**Signal wires on met2**

Drawn at 6 px/µm. Cells faint in the background.
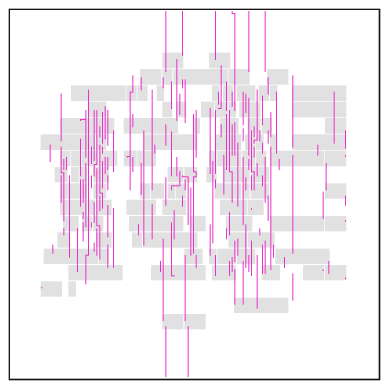
**Metal layers overlaid**

Drawn at 6 px/µm. Only two layers are drawn.
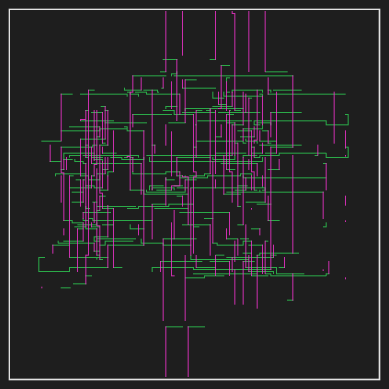
**Pin map**

Drawn at 8 px/µm. Pins as bars across the die edge, other pins in grey.
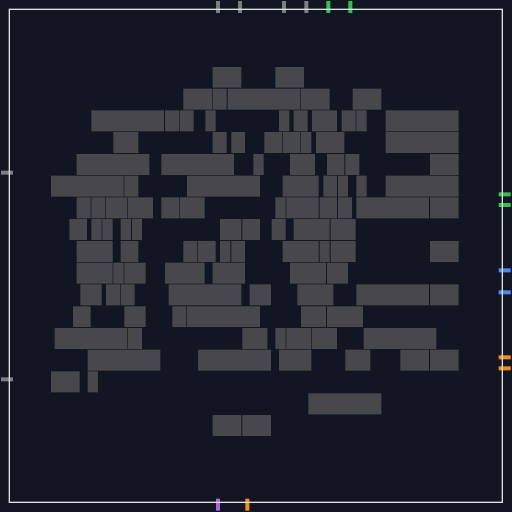
**src/rtl/gate_tt_sequencer_pkg.sv**
```systemverilog
// Shared types and constants for the truth-table sequencer: FSM state encoding
// and the reference truth tables for the 2-input gate family.
package gate_tt_sequencer_pkg;

    typedef enum logic [1:0] {
        ST_IDLE   = 2'd0,
        ST_SETTLE = 2'd1,
        ST_SAMPLE = 2'd2,
        ST_DONE   = 2'd3
    } state_e;

    // Bit i is the expected gate output for input vector i (A = MSB).
    localparam logic [3:0] TT_NAND = 4'b0111;
    localparam logic [3:0] TT_AND  = 4'b1000;
    localparam logic [3:0] TT_OR   = 4'b1110;
    localparam logic [3:0] TT_NOR  = 4'b0001;
    localparam logic [3:0] TT_XOR  = 4'b0110;

    localparam int SETTLE_W = 4;

endpackage

```
**src/rtl/gate_tt_settle_cnt.sv**
```systemverilog
// Loadable down-counter with a zero flag; times the settle interval between
// an input change and the sample of the gate output.
module gate_tt_settle_cnt
    import gate_tt_sequencer_pkg::*;
#(
    parameter int W = SETTLE_W
) (
    input  logic         clk_i,
    input  logic         rst_i,
    input  logic         load_i,
    input  logic [W-1:0] load_val_i,
    input  logic         dec_i,
    output logic         zero_o
);

    logic [W-1:0] cnt_q;

    // Load has priority; decrement saturates at zero.
    always_ff @(posedge clk_i or posedge rst_i) begin
        if (rst_i) begin
            cnt_q <= '0;
        end else if (load_i) begin
            cnt_q <= load_val_i;
        end else if (dec_i && (cnt_q != '0)) begin
            cnt_q <= cnt_q - 1'b1;
        end else begin
            cnt_q <= cnt_q;
        end
    end

    assign zero_o = (cnt_q == '0);

endmodule

```
**src/rtl/gate_tt_sequencer.sv**
```systemverilog
// Sweeps a combinational gate through every input combination, samples its
// output after a settle delay and compares it against an expected truth table.
module gate_tt_sequencer
    import gate_tt_sequencer_pkg::*;
#(
    parameter int                    N_IN   = 2,
    parameter int                    SETTLE = 2,
    parameter logic [(1<<N_IN)-1:0]  EXPECT = TT_NAND
) (
    input  logic                   clk,
    input  logic                   rst,
    input  logic                   start,
    output logic [N_IN-1:0]        in_vec,
    input  logic                   y_in,
    output logic                   busy,
    output logic                   done,
    output logic                   pass,
    output logic [(1<<N_IN)-1:0]   mismatch,
    output logic [N_IN:0]          err_count
);

    localparam logic [N_IN-1:0]     LAST_VEC    = {N_IN{1'b1}};
    localparam logic [SETTLE_W-1:0] SETTLE_INIT = SETTLE_W'(SETTLE - 1);

    state_e                 state_q;
    logic [N_IN-1:0]        in_vec_q;
    logic                   busy_q;
    logic                   done_q;
    logic                   pass_q;
    logic [(1<<N_IN)-1:0]   mismatch_q;
    logic [N_IN:0]          err_q;
    logic [N_IN:0]          err_d;
    logic                   miss_s;
    logic                   last_s;
    logic                   cnt_load_s;
    logic                   cnt_dec_s;
    logic                   cnt_zero_s;

    // Compare result, running error count and settle-counter controls.
    always_comb begin
        miss_s     = (y_in != EXPECT[in_vec_q]);
        err_d      = err_q + {{N_IN{1'b0}}, miss_s};
        last_s     = (in_vec_q == LAST_VEC);
        cnt_load_s = ((state_q == ST_IDLE) && start) ||
                     ((state_q == ST_SAMPLE) && !last_s);
        cnt_dec_s  = (state_q == ST_SETTLE);
    end

    gate_tt_settle_cnt #(.W(SETTLE_W)) u_settle_cnt (
        .clk_i      (clk),
        .rst_i      (rst),
        .load_i     (cnt_load_s),
        .load_val_i (SETTLE_INIT),
        .dec_i      (cnt_dec_s),
        .zero_o     (cnt_zero_s)
    );

    // Sweep FSM with all outputs registered.
    always_ff @(posedge clk or posedge rst) begin
        if (rst) begin
            state_q    <= ST_IDLE;
            in_vec_q   <= '0;
            busy_q     <= 1'b0;
            done_q     <= 1'b0;
            pass_q     <= 1'b0;
            mismatch_q <= '0;
            err_q      <= '0;
        end else begin
            case (state_q)
                ST_IDLE: begin
                    if (start) begin
                        mismatch_q <= '0;
                        err_q      <= '0;
                        pass_q     <= 1'b0;
                        in_vec_q   <= '0;
                        busy_q     <= 1'b1;
                        state_q    <= ST_SETTLE;
                    end else begin
                        state_q    <= ST_IDLE;
                    end
                end
                ST_SETTLE: begin
                    if (cnt_zero_s) begin
                        state_q <= ST_SAMPLE;
                    end else begin
                        state_q <= ST_SETTLE;
                    end
                end
                ST_SAMPLE: begin
                    if (miss_s) begin
                        mismatch_q[in_vec_q] <= 1'b1;
                    end
                    err_q <= err_d;
                    if (last_s) begin
                        busy_q  <= 1'b0;
                        done_q  <= 1'b1;
                        pass_q  <= (err_d == '0);
                        state_q <= ST_DONE;
                    end else begin
                        in_vec_q <= in_vec_q + 1'b1;
                        state_q  <= ST_SETTLE;
                    end
                end
                ST_DONE: begin
                    done_q  <= 1'b0;
                    state_q <= ST_IDLE;
                end
                default: begin
                    state_q <= ST_IDLE;
                end
            endcase
        end
    end

    assign in_vec    = in_vec_q;
    assign busy      = busy_q;
    assign done      = done_q;
    assign pass      = pass_q;
    assign mismatch  = mismatch_q;
    assign err_count = err_q;

endmodule

```
**config.mk**
```make
export PLATFORM = sky130hd
export DESIGN_NAME = gate_tt_sequencer
export DESIGN_NICKNAME = d
export VERILOG_FILES = /design/src/rtl/gate_tt_sequencer_pkg.sv /design/src/rtl/gate_tt_settle_cnt.sv /design/src/rtl/gate_tt_sequencer.sv
export SDC_FILE = /design/constraint.sdc
export NUM_CORES = 1
export LEC_CHECK = 0
export ABC_AREA = 0
export CORE_MARGIN = 5
export CORE_UTILIZATION = 37
export DETAILED_ROUTE_END_ITERATION = 10
export PLACE_DENSITY = 0.66
export SYNTH_ARGS = -nofsm -noshare
export SYNTH_HDL_FRONTEND = slang
export SYNTH_SLANG_ARGS = --single-unit
```
**constraint.sdc**
```tcl
create_clock -name clk -period 3.15 [get_ports clk]
set_input_delay 0.4725 -clock clk [delete_from_list [all_inputs] [get_ports clk]]
set_output_delay 0.4725 -clock clk [all_outputs]
set_load 0.01 [all_outputs]
```
==> out/metrics.json <==
{
  "finalSetupTns": {"value": 0, "unit": "ns"},
  "floorplanUtilization": {"value": 39.2, "unit": "%"},
  "cts_h_tree_depth": {"value": 1},
  "ant_nets": {"value": 0},
  "worst_hold_path_type": {"value": "reg2reg"},
  "timing.reg2reg.setup_slack": {"value": 0.94, "unit": "ns"},
  "count_of_filler_cells_inserted_in_the_layout": {"value": 241},
  "yosys_cells": {"value": 96},
  "post_layout_nonfiller_instances": {"value": 141},
  "status": {"value": "finished, final reports clean"},
  "ys_chip_area": {"value": 980, "unit": "µm²"},
  "ff_type": {"value": "dfrtp_1"},
  "grt_pass1_vias": {"value": 737},
  "ir_drop": {"value": 453, "unit": "µV"},
  "final_common_cell": {"value": "dfrtp_1"},
  "setup_violations": {"value": 0},
  "cts-resized-gates": {"value": 0},
  "hold_path_startpoint": {"value": "mismatch[2]"},
  "io_buffers": {"value": 15},
  "drive_above_1_share": {"value": 6.31, "unit": "%"},
  "die-area": {"value": 3780, "unit": "µm²"},
  "worstHoldEndpoint": {"value": "mismatch[2]"},
  "clock_tree_skew_after_final_layout": {"value": 0.00350, "unit": "ns"},
  "power_density": {"value": 744, "unit": "nW/µm²"},
  "floorplan.io_pins": {"value": 16},
  "layout_min_cycle_time": {"value": 2.21, "unit": "ns"},
  "p_leak": {"value": 0.527, "unit": "nW"},
  "synthesis.yosys.warnings": {"value": 0},
  "timing_hold_violations_final": {"value": 0},
  "dp.cells": {"value": 138},
  "reg2reg_depth": {"value": 6},
  "critPathArrivalTime": {"value": 2.40, "unit": "ns"},
  "synthesis.nets": {"value": 108},
  "top_area_share": {"value": 46.0, "unit": "%"},
  "antennaDiodeCount": {"value": 0},
  "rr_startpoint": {"value": "in_vec[1]"},
  "largest_area_cell": {"value": "dfrtp_1"},
  "nets": {"value": 125},
  "synthesis.area": {"value": 980, "unit": "µm²"},
  "postPlaceCellArea": {"value": 1150, "unit": "µm²"},
  "crit_path_end": {"value": "err_count[2]"},
  "clk_root_buffer_cell": {"value": "clkbuf_4"},
  "clockBufferDepth": {"value": 2},
  "cts_tree": {"value": "done"},
  "cts_buffers": {"value": 3},
  "synthToLayoutAreaGrowth": {"value": 19.4, "unit": "%"},
  "grt_first_pass_wirelength": {"value": 3260, "unit": "µm"},
  "flip_flops_with_a_built_in_enable": {"value": 0},
  "synth.avg_cell_area": {"value": 10.2, "unit": "µm²"},
  "synth.area.top_cells": {"value": "dfrtp_1 46%, ha_1 10%, a22o_1 6.3%, a21oi_1 5.6%, o21ai_0 3.6%"},
  "die_h": {"value": 61.5, "unit": "µm"},
  "clk_pin_slew": {"value": 0.10, "unit": "ns"},
  "rr_endpoint": {"value": "err_count[2]"},
  "grt_antenna_before_repair": {"value": 0},
  "synth_cell_types": {"value": 28},
  "fin_area": {"value": 1170, "unit": "µm²"},
  "cts_setup_buffers": {"value": 0},
  "fmax": {"value": 452, "unit": "MHz"},
  "top_logic_cells_by_instance_count_in_the_layout": {"value": "18 x dfrtp_1, 15 x clkdlybuf4s50_1, 11 x a21oi_1"},
  "core_area": {"value": 2500, "unit": "µm²"},
  "ys_async_sr_fraction": {"value": 100, "unit": "%"},
  "hold_depth": {"value": 2},
  "timing_worst_setup_path_type": {"value": "reg2reg"},
  "rsz0062_at_grt": {"value": "no"},
  "synthTopCellsByCount": {"value": "18 x dfrtp_1, 11 x a21oi_1, 8 x ha_1, 8 x inv_1"},
  "yosys.cell_count.top_type": {"value": "dfrtp_1"},
  "drc": {"value": 0},
  "critical_path.startpoint": {"value": "in_vec[1]"},
  "share_of_the_clock_period_used_by_the_worst_path": {"value": 70.3, "unit": "%"},
  "grt_overflow": {"value": 0},
  "critPathLaunchType": {"value": "flop"},
  "drv.max_cap_violation_count": {"value": 0},
  "maxSlewHeadroom": {"value": 52.2, "unit": "%"},
  "ys_ff": {"value": 18},
  "worst_endpoint_required_time": {"value": 3.34, "unit": "ns"},
  "detail_route.iter0.violations": {"value": 15},
  "warning_count": {"value": 30},
  "synth_seq_share": {"value": 46.0, "unit": "%"},
  "chipWidth": {"value": 61.5, "unit": "µm"},
  "path_max_fanout": {"value": 10},
  "dpl.hpwl": {"value": 1420, "unit": "µm"},
  "cts-hold-fix-buffers": {"value": 0},
  "setup.worst_path.end_class": {"value": "flop"},
  "worstMarginPinSlew": {"value": 0.709, "unit": "ns"},
  "row_count": {"value": 18},
  "fin_worst_hold_slack": {"value": 0.517, "unit": "ns"}
}
Back to the opening pictures, 'signal wires on met2':
nets with wire on the layer: 104
main direction: vertical
wire length on this layer: 918 µm
drt total wl: 1870 µm
routed vias: 749
met2 track demand over resource in global routing: 19.8%

Back to the opening pictures, 'metal layers overlaid':
| colour | layer | wire length |
|---|---|---|
| magenta | metal 2 | 918 µm |
| green | metal 1 | 862 µm |
wire length per cell after detailed routing: 13.3 µm
total global-route track usage: 11.4%

Back to the opening pictures, 'pin map':
| colour | port | pins | direction | edge |
|---|---|---|---|---|
| orange | err_count | 3 | output | 2 right, 1 bottom |
| green | mismatch | 4 | output | 2 right, 2 top |
| purple | pass | 1 | output | bottom |
| blue | in_vec | 2 | output | right |

[metrics by stage]
step / setup slack, ns / util, % / power, mW
2_1_floorplan: 1.07 / - / 0.651
3_3_place_gp: 0.869 / 45.9 / 0.750
3_5_place_dp: 0.831 / 45.9 / 0.766
4_1_cts: 0.906 / 46.8 / 0.882
5_1_grt: 0.800 / 46.8 / 0.962
6_report: 0.936 / 46.8 / 0.871
[report_power, final]
| group | internal, mW | switching [mW] | leakage, nW |
|---|---|---|---|
| Combinational | 0.189 | 0.186 | 0.276 |
| Sequential | 0.291 | 0.0917 | 0.237 |
| Clock | 0.0445 | 0.0687 | 0.0138 |
[routing by layer]
layer  global-route usage (%)  up-vias  wire, µm
li1                         -      372         -
met2                     19.8       13       917
met5                        0        -         0
met3                     3.77        0        93
met4                     1.82        0         0
met1                     14.1      364       862
[registers in the layout (all words and copies together) (netlist names)]
register,flops
state_q,2
done,1
u_settle_cnt.cnt_q,4
busy,1
mismatch,4
pass,1
in_vec,2
err_count,3
[kinds of logic after synthesis]
| kind of cell | Yosys count | synth area share [%] |
|---|---|---|
| fa+ha+maj | 8 | 10.2 |
| flops | 18 | 46.0 |
| mux | 3 | 3.45 |
| xor+xnor | 2 | 1.79 |
| buf+inv | 11 | 5.11 |
| simple gates | 24 | 14.4 |
| compound gates | 30 | 19.0 |
[layout make-up]
type | instances | area (µm²) | area share, %
clock buffers | 3 | 22.5 | 1.93
multi-input cells | 67 | 479 | 41.0
inverters | 8 | 30.0 | 2.57
flip-flops and latches | 18 | 450 | 38.5
well taps | 30 | 37.5 | 3.21
repair buffers | 15 | 150 | 12.8
[critical path, stage by stage, from the launching register on]
cell and delay (ns):
dfrtp_1 0.45, ha_1 0.33, xnor2_1 0.36, ha_1 0.21
ha_1 0.18, mux2_2 0.34, a22o_1 0.23
Power is estimated from default activity; no workload was simulated.
